### src/rtl/triumph_wb_stage_if.sv
// Memory-stage to writeback-stage retire handshake.
// Master is the memory stage, slave is triumph_wb_stage.
interface triumph_wb_stage_if;
  logic        valid_mem_i;
  logic        ready_mem_o;
  logic        rd_we_mem_i;
  logic [4:0]  rd_addr_mem_i;
  logic        is_load_mem_i;
  logic [2:0]  load_type_mem_i;
  logic [31:0] result_mem_i;

  modport master (
    output valid_mem_i,
    output rd_we_mem_i,
    output rd_addr_mem_i,
    output is_load_mem_i,
    output load_type_mem_i,
    output result_mem_i,
    input  ready_mem_o
  );

  modport slave (
    input  valid_mem_i,
    input  rd_we_mem_i,
    input  rd_addr_mem_i,
    input  is_load_mem_i,
    input  load_type_mem_i,
    input  result_mem_i,
    output ready_mem_o
  );
endinterface

### src/rtl/triumph_wb_stage.sv
// Triumph writeback stage: load wait/align, registered RF write port.
// Optional macro TRIUMPH_WB_FWD_EN adds next-edge forwarding outputs.
module triumph_wb_stage #(
  parameter int unsigned LOAD_TIMEOUT = 16,
  parameter int unsigned XLEN         = 32
) (
  input  logic             clk_i,
  input  logic             rst_ni,
  triumph_wb_stage_if.slave mem,
  input  logic             data_rvalid_i,
  input  logic [XLEN-1:0]  data_rdata_i,
  output logic             data_valid_wb_o,
  output logic [4:0]       rd_addr_wb_o,
  output logic [XLEN-1:0]  rd_data_wb_o,
  output logic             stall_o,
  output logic             misaligned_o,
  output logic             timeout_o
`ifdef TRIUMPH_WB_FWD_EN
  ,
  output logic             fwd_valid_o,
  output logic [4:0]       fwd_addr_o,
  output logic [XLEN-1:0]  fwd_data_o
`endif
);

  typedef enum logic {
    S_IDLE,
    S_WAIT_LOAD
  } state_e;

  localparam logic [7:0] CntLast = 8'(LOAD_TIMEOUT - 1);

  state_e          state_q, state_d;
  logic [7:0]      cnt_q, cnt_d;
  logic [4:0]      ld_rd_q, ld_rd_d;
  logic [2:0]      ld_type_q, ld_type_d;
  logic [1:0]      ld_off_q, ld_off_d;
  logic            wb_valid_q, wb_valid_d;
  logic [4:0]      wb_addr_q, wb_addr_d;
  logic [XLEN-1:0] wb_data_q, wb_data_d;
  logic            mis_q, mis_d;
  logic            tmo_q, tmo_d;
  logic            ready;
  logic            stall;

  function automatic logic is_misaligned(
    input logic [2:0] t,
    input logic [1:0] off
  );
    logic m;
    m = 1'b1;
    unique case (t)
      3'b000, 3'b100: m = 1'b0;
      3'b001, 3'b101: m = off[0];
      3'b010:         m = |off;
      default:        m = 1'b1;
    endcase
    return m;
  endfunction

  function automatic logic [XLEN-1:0] align_load(
    input logic [2:0]      t,
    input logic [1:0]      off,
    input logic [XLEN-1:0] w
  );
    logic [7:0]      b;
    logic [15:0]     h;
    logic [XLEN-1:0] r;
    b = w[{off, 3'b000} +: 8];
    h = w[{off[1], 4'b0000} +: 16];
    unique case (t)
      3'b000:  r = {{24{b[7]}}, b};
      3'b001:  r = {{16{h[15]}}, h};
      3'b100:  r = {24'd0, b};
      3'b101:  r = {16'd0, h};
      default: r = w;
    endcase
    return r;
  endfunction

  always_comb begin
    state_d    = state_q;
    cnt_d      = cnt_q;
    ld_rd_d    = ld_rd_q;
    ld_type_d  = ld_type_q;
    ld_off_d   = ld_off_q;
    wb_valid_d = 1'b0;
    wb_addr_d  = wb_addr_q;
    wb_data_d  = wb_data_q;
    mis_d      = 1'b0;
    tmo_d      = tmo_q;
    ready      = 1'b0;
    stall      = 1'b0;
    unique case (state_q)
      S_IDLE: begin
        ready = 1'b1;
        if (mem.valid_mem_i) begin
          if (!mem.is_load_mem_i) begin
            wb_valid_d = mem.rd_we_mem_i &&
                         (mem.rd_addr_mem_i != 5'd0);
            if (wb_valid_d) begin
              wb_addr_d = mem.rd_addr_mem_i;
              wb_data_d = mem.result_mem_i;
            end
          end else if (is_misaligned(mem.load_type_mem_i,
                                     mem.result_mem_i[1:0])) begin
            mis_d = 1'b1;
          end else begin
            state_d   = S_WAIT_LOAD;
            cnt_d     = 8'd0;
            ld_rd_d   = mem.rd_addr_mem_i;
            ld_type_d = mem.load_type_mem_i;
            ld_off_d  = mem.result_mem_i[1:0];
          end
        end
      end
      S_WAIT_LOAD: begin
        stall = 1'b1;
        if (data_rvalid_i) begin
          state_d    = S_IDLE;
          wb_valid_d = (ld_rd_q != 5'd0);
          if (wb_valid_d) begin
            wb_addr_d = ld_rd_q;
            wb_data_d = align_load(ld_type_q, ld_off_q, data_rdata_i);
          end
        end else if (cnt_q == CntLast) begin
          // Abandon the load; the flag stays until reset.
          state_d = S_IDLE;
          tmo_d   = 1'b1;
        end else begin
          cnt_d = cnt_q + 8'd1;
        end
      end
      default: state_d = S_IDLE;
    endcase
  end

  always_ff @(posedge clk_i or negedge rst_ni) begin
    if (!rst_ni) begin
      state_q    <= S_IDLE;
      cnt_q      <= 8'd0;
      ld_rd_q    <= 5'd0;
      ld_type_q  <= 3'd0;
      ld_off_q   <= 2'd0;
      wb_valid_q <= 1'b0;
      wb_addr_q  <= 5'd0;
      wb_data_q  <= '0;
      mis_q      <= 1'b0;
      tmo_q      <= 1'b0;
    end else begin
      state_q    <= state_d;
      cnt_q      <= cnt_d;
      ld_rd_q    <= ld_rd_d;
      ld_type_q  <= ld_type_d;
      ld_off_q   <= ld_off_d;
      wb_valid_q <= wb_valid_d;
      wb_addr_q  <= wb_addr_d;
      wb_data_q  <= wb_data_d;
      mis_q      <= mis_d;
      tmo_q      <= tmo_d;
    end
  end

  assign mem.ready_mem_o  = ready;
  assign stall_o          = stall;
  assign data_valid_wb_o  = wb_valid_q;
  assign rd_addr_wb_o     = wb_addr_q;
  assign rd_data_wb_o     = wb_data_q;
  assign misaligned_o     = mis_q;
  assign timeout_o        = tmo_q;

`ifdef TRIUMPH_WB_FWD_EN
  assign fwd_valid_o = wb_valid_d;
  assign fwd_addr_o  = wb_addr_d;
  assign fwd_data_o  = wb_data_d;
`endif

endmodule

### src/flat_wrapper.sv
// flat-port wrapper written by rule: the top's interface ports become plain ports
module triumph_wb_stage_flat 
#(
  parameter int unsigned LOAD_TIMEOUT = 16,
  parameter int unsigned XLEN         = 32
)
  (clk_i, rst_ni, data_rvalid_i, data_rdata_i, data_valid_wb_o, rd_addr_wb_o, rd_data_wb_o, stall_o, misaligned_o, timeout_o, mem_valid_mem_i, mem_rd_we_mem_i, mem_rd_addr_mem_i, mem_is_load_mem_i, mem_load_type_mem_i, mem_result_mem_i, mem_ready_mem_o);
  triumph_wb_stage_if mem_i ();
  input  logic clk_i;
  input  logic rst_ni;
  input  logic data_rvalid_i;
  input  logic [XLEN-1:0] data_rdata_i;
  output logic data_valid_wb_o;
  output logic [4:0] rd_addr_wb_o;
  output logic [XLEN-1:0] rd_data_wb_o;
  output logic stall_o;
  output logic misaligned_o;
  output logic timeout_o;
  input wire logic [$bits(mem_i.valid_mem_i)-1:0] mem_valid_mem_i;
  input wire logic [$bits(mem_i.rd_we_mem_i)-1:0] mem_rd_we_mem_i;
  input wire logic [$bits(mem_i.rd_addr_mem_i)-1:0] mem_rd_addr_mem_i;
  input wire logic [$bits(mem_i.is_load_mem_i)-1:0] mem_is_load_mem_i;
  input wire logic [$bits(mem_i.load_type_mem_i)-1:0] mem_load_type_mem_i;
  input wire logic [$bits(mem_i.result_mem_i)-1:0] mem_result_mem_i;
  output wire logic [$bits(mem_i.ready_mem_o)-1:0] mem_ready_mem_o;
  assign mem_i.valid_mem_i = mem_valid_mem_i;
  assign mem_i.rd_we_mem_i = mem_rd_we_mem_i;
  assign mem_i.rd_addr_mem_i = mem_rd_addr_mem_i;
  assign mem_i.is_load_mem_i = mem_is_load_mem_i;
  assign mem_i.load_type_mem_i = mem_load_type_mem_i;
  assign mem_i.result_mem_i = mem_result_mem_i;
  assign mem_ready_mem_o = mem_i.ready_mem_o;
  triumph_wb_stage #(.LOAD_TIMEOUT(LOAD_TIMEOUT), .XLEN(XLEN)) u_core (.clk_i(clk_i), .rst_ni(rst_ni), .mem(mem_i), .data_rvalid_i(data_rvalid_i), .data_rdata_i(data_rdata_i), .data_valid_wb_o(data_valid_wb_o), .rd_addr_wb_o(rd_addr_wb_o), .rd_data_wb_o(rd_data_wb_o), .stall_o(stall_o), .misaligned_o(misaligned_o), .timeout_o(timeout_o));
endmodule
### config.mk
export PLATFORM = sky130hd
export DESIGN_NAME = triumph_wb_stage_flat
export DESIGN_NICKNAME = d
export VERILOG_FILES = /design/src/rtl/triumph_wb_stage_if.sv /design/src/rtl/triumph_wb_stage.sv /design/src/flat_wrapper.sv
export SDC_FILE = /design/constraint.sdc
export NUM_CORES = 1
export LEC_CHECK = 0
export ABC_AREA = 1
export CORE_MARGIN = 5
export CORE_UTILIZATION = 50
export DETAILED_ROUTE_END_ITERATION = 10
export GPL_TIMING_DRIVEN = 0
export HOLD_SLACK_MARGIN = 0.02
export MAX_ROUTING_LAYER = met4
export PLACE_DENSITY = 0.81
export SETUP_SLACK_MARGIN = 0.5
export SYNTH_ARGS = -nofsm -noshare
export SYNTH_HDL_FRONTEND = slang
export SYNTH_SLANG_ARGS = --single-unit
### constraint.sdc
create_clock -name clk_i -period 3.7 [get_ports clk_i]
set_clock_uncertainty 0.15 [all_clocks]
set_input_delay 1.11 -clock clk_i [delete_from_list [all_inputs] [get_ports clk_i]]
set_output_delay 1.11 -clock clk_i [all_outputs]
set_load 0.05 [all_outputs]
### Clock network drawn from the DEF

(3 px per µm)
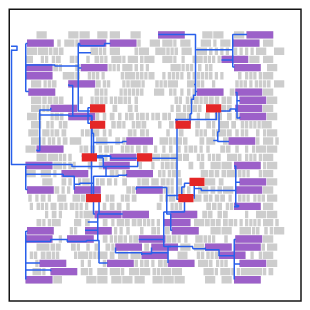
Blue marks clock wires, length 843 µm. Red marks clock-net drivers, count 9. Purple marks flip-flops, count 59.
There are 10 routed clock nets. Position of the flops: widely spread.

### Port wiring

(4 px per µm)
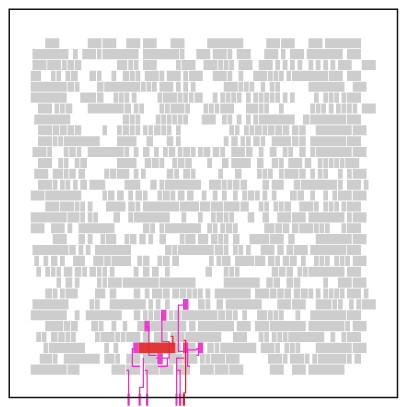
Magenta marks mem_rd_addr_mem_i, direction input, edge bottom, end cells 7, buffers 5, wire 106 µm. Red marks misaligned_o, direction output, edge bottom, end cells 1, buffers 1, wire 17.6 µm.

==> run summary <==
Area after DPL: 5090 µm²
Logic share of the area: 0.363
DRT iter0 DRCs: 284
Async set or reset register ratio after synthesis: 1.00
Cell internal pwr: 1.61 mW
Main kind of combinational logic by area: simple AND/OR/NAND/NOR gates
Chip width: 96.7 µm
Max cap viols: 0
Main flop type: dfrtp_1
Fillers: 637
Worst-path cell chain: buf_4 -> inv_1 -> buf_2 -> buf_2 -> clkbuf_4
First-pass GRT wire length: 20.0 mm
Worst path arrival time: 1830 ps
Die Height: 96.7 µm
P_seq: 0.926 mW
Worst Setup EP: mem_ready_mem_o
Launch point of the worst hold path: u_core.rd_data_wb_o[30]
Ys Warns: 0
Critical R2R Capture: u_core.cnt_q[3]
Gate Area: 1910 µm²
Largest cell class by area: combinational gates
Gpl congestion: 0.986
DPL Wire Length: 9.48 mm
Log Warnings: 26
Site row count: 31
Top cell area share: 0.393
Maximum root-to-sink buffer count: 2
DR top layer: met4
Sequential area share after synthesis: 0.393
Non-clock buffer share: 0.262
Avg Vias per Cell: 5.16
Multi-In Gates: 442
Flop share of the area: 0.280
Detail Route Antenna Nets: 0
Storage cell area: 1480 µm²
Area growth syn-to-layout: 40.0%
Seq pwr share: 0.306
Layer with the highest usage: met2
Combinational gate power: 1.57 mW
R2r setup slk: 1870 ps
Nets@finish: 794
H-tree Lvls: 3
Max FFs per register: 32
Max Freq: 324 MHz
Ys cells: 584
VDD IR max: 302 µV
Top Layout Cells: nand2_1, clkdlybuf4s50_1, nor2_1
Fin util: 0.722
Final min period: 3090 ps
Post-Syn Area: 3760 µm²
Yosys cell types: 30
Grt total ovfl: 0
Startpoint types: flop
Metal2 WL: 5.71 mm
Final Power: 3.03 mW
DRC: 0
Vias in the first global route: 4057
Vias: 4223
Finished Cell Area: 5270 µm²
Crit-path max FO: 10
Basic Gates by Area: 0.379
Die area: 9350 µm²
Commonest cells post-synth: nand2_1, nor2_1, dfrtp_1, a21oi_1, inv_1
Antenna cell count: 0
CP Data Required Time: 2440 ps
Post-Syn Nets: 663
Fp util: 0.516
Comb power frac: 0.517
Cell taking the most area after synthesis: dfrtp_1
Area share of fa/ha/maj cells after synthesis: 0.00333
DRT Wirelength: 12.2 mm
R2r worst-path depth: 7
Worst-path clk slew: 70 ps
FF+latch count: 59
Max Transition Viols Final: 0
N_taps: 99
Count of library flops with an enable pin: 0
Tightest Pin Transition: 593 ps
Initial antenna violation count: 0
Clock-cell share: 0.0337
Crit path launch: u_core.state_q
Period utilization: 0.834
Placed cell count: 803
Clock latency on the worst-skew pair: 340 ps
Pwr Density: 575 nW/µm²
Clock network power: 0.534 mW
Critical Path Max Stage Delay: 390 ps
Biggest consumer: combinational cells
CTS Hold Bufs: 0
# clk buffers: 9
YS chip area: 3760 µm²
CP Class: flop to primary output
Worst path depth: 5
Outcome: complete, no violations
Clock Sink Count: 59
Min-Delay Path Class: flop to flop
Post-route setup slack: 614 ps
Aoi share: 0.119
Top-level I/O count: 120
Switching share of power: 0.470
Clock buffer count from CTS: 9
Top area cell types: dfrtp_1, nand2_1, nor2_1
Routing usage on met1: 0.339
Average size of a mapped cell: 6.44 µm²
Worst Hold Path Cells: 2
Worst rel slew slack: 0.605
Post-synth regs: 59
Final tally of setup violations: 0
Share of layout cells above drive strength 1: 0.0750
CTS tree: yes
Critical Path End Type: primary output
Wl on met1: 5.43 mm
Non-Clock Buffer Count: 152
Root Driver: clkbuf_8
Fin cells: 819
Hold EP: u_core.rd_data_wb_o[30]
Most frequent logic cell in the layout: nand2_1
P_sw: 1.42 mW
Final hold vios: 0
PortBufs: 119
Pin count of the biggest net entering global routing: 38
Power and IR drop assume default switching activity.
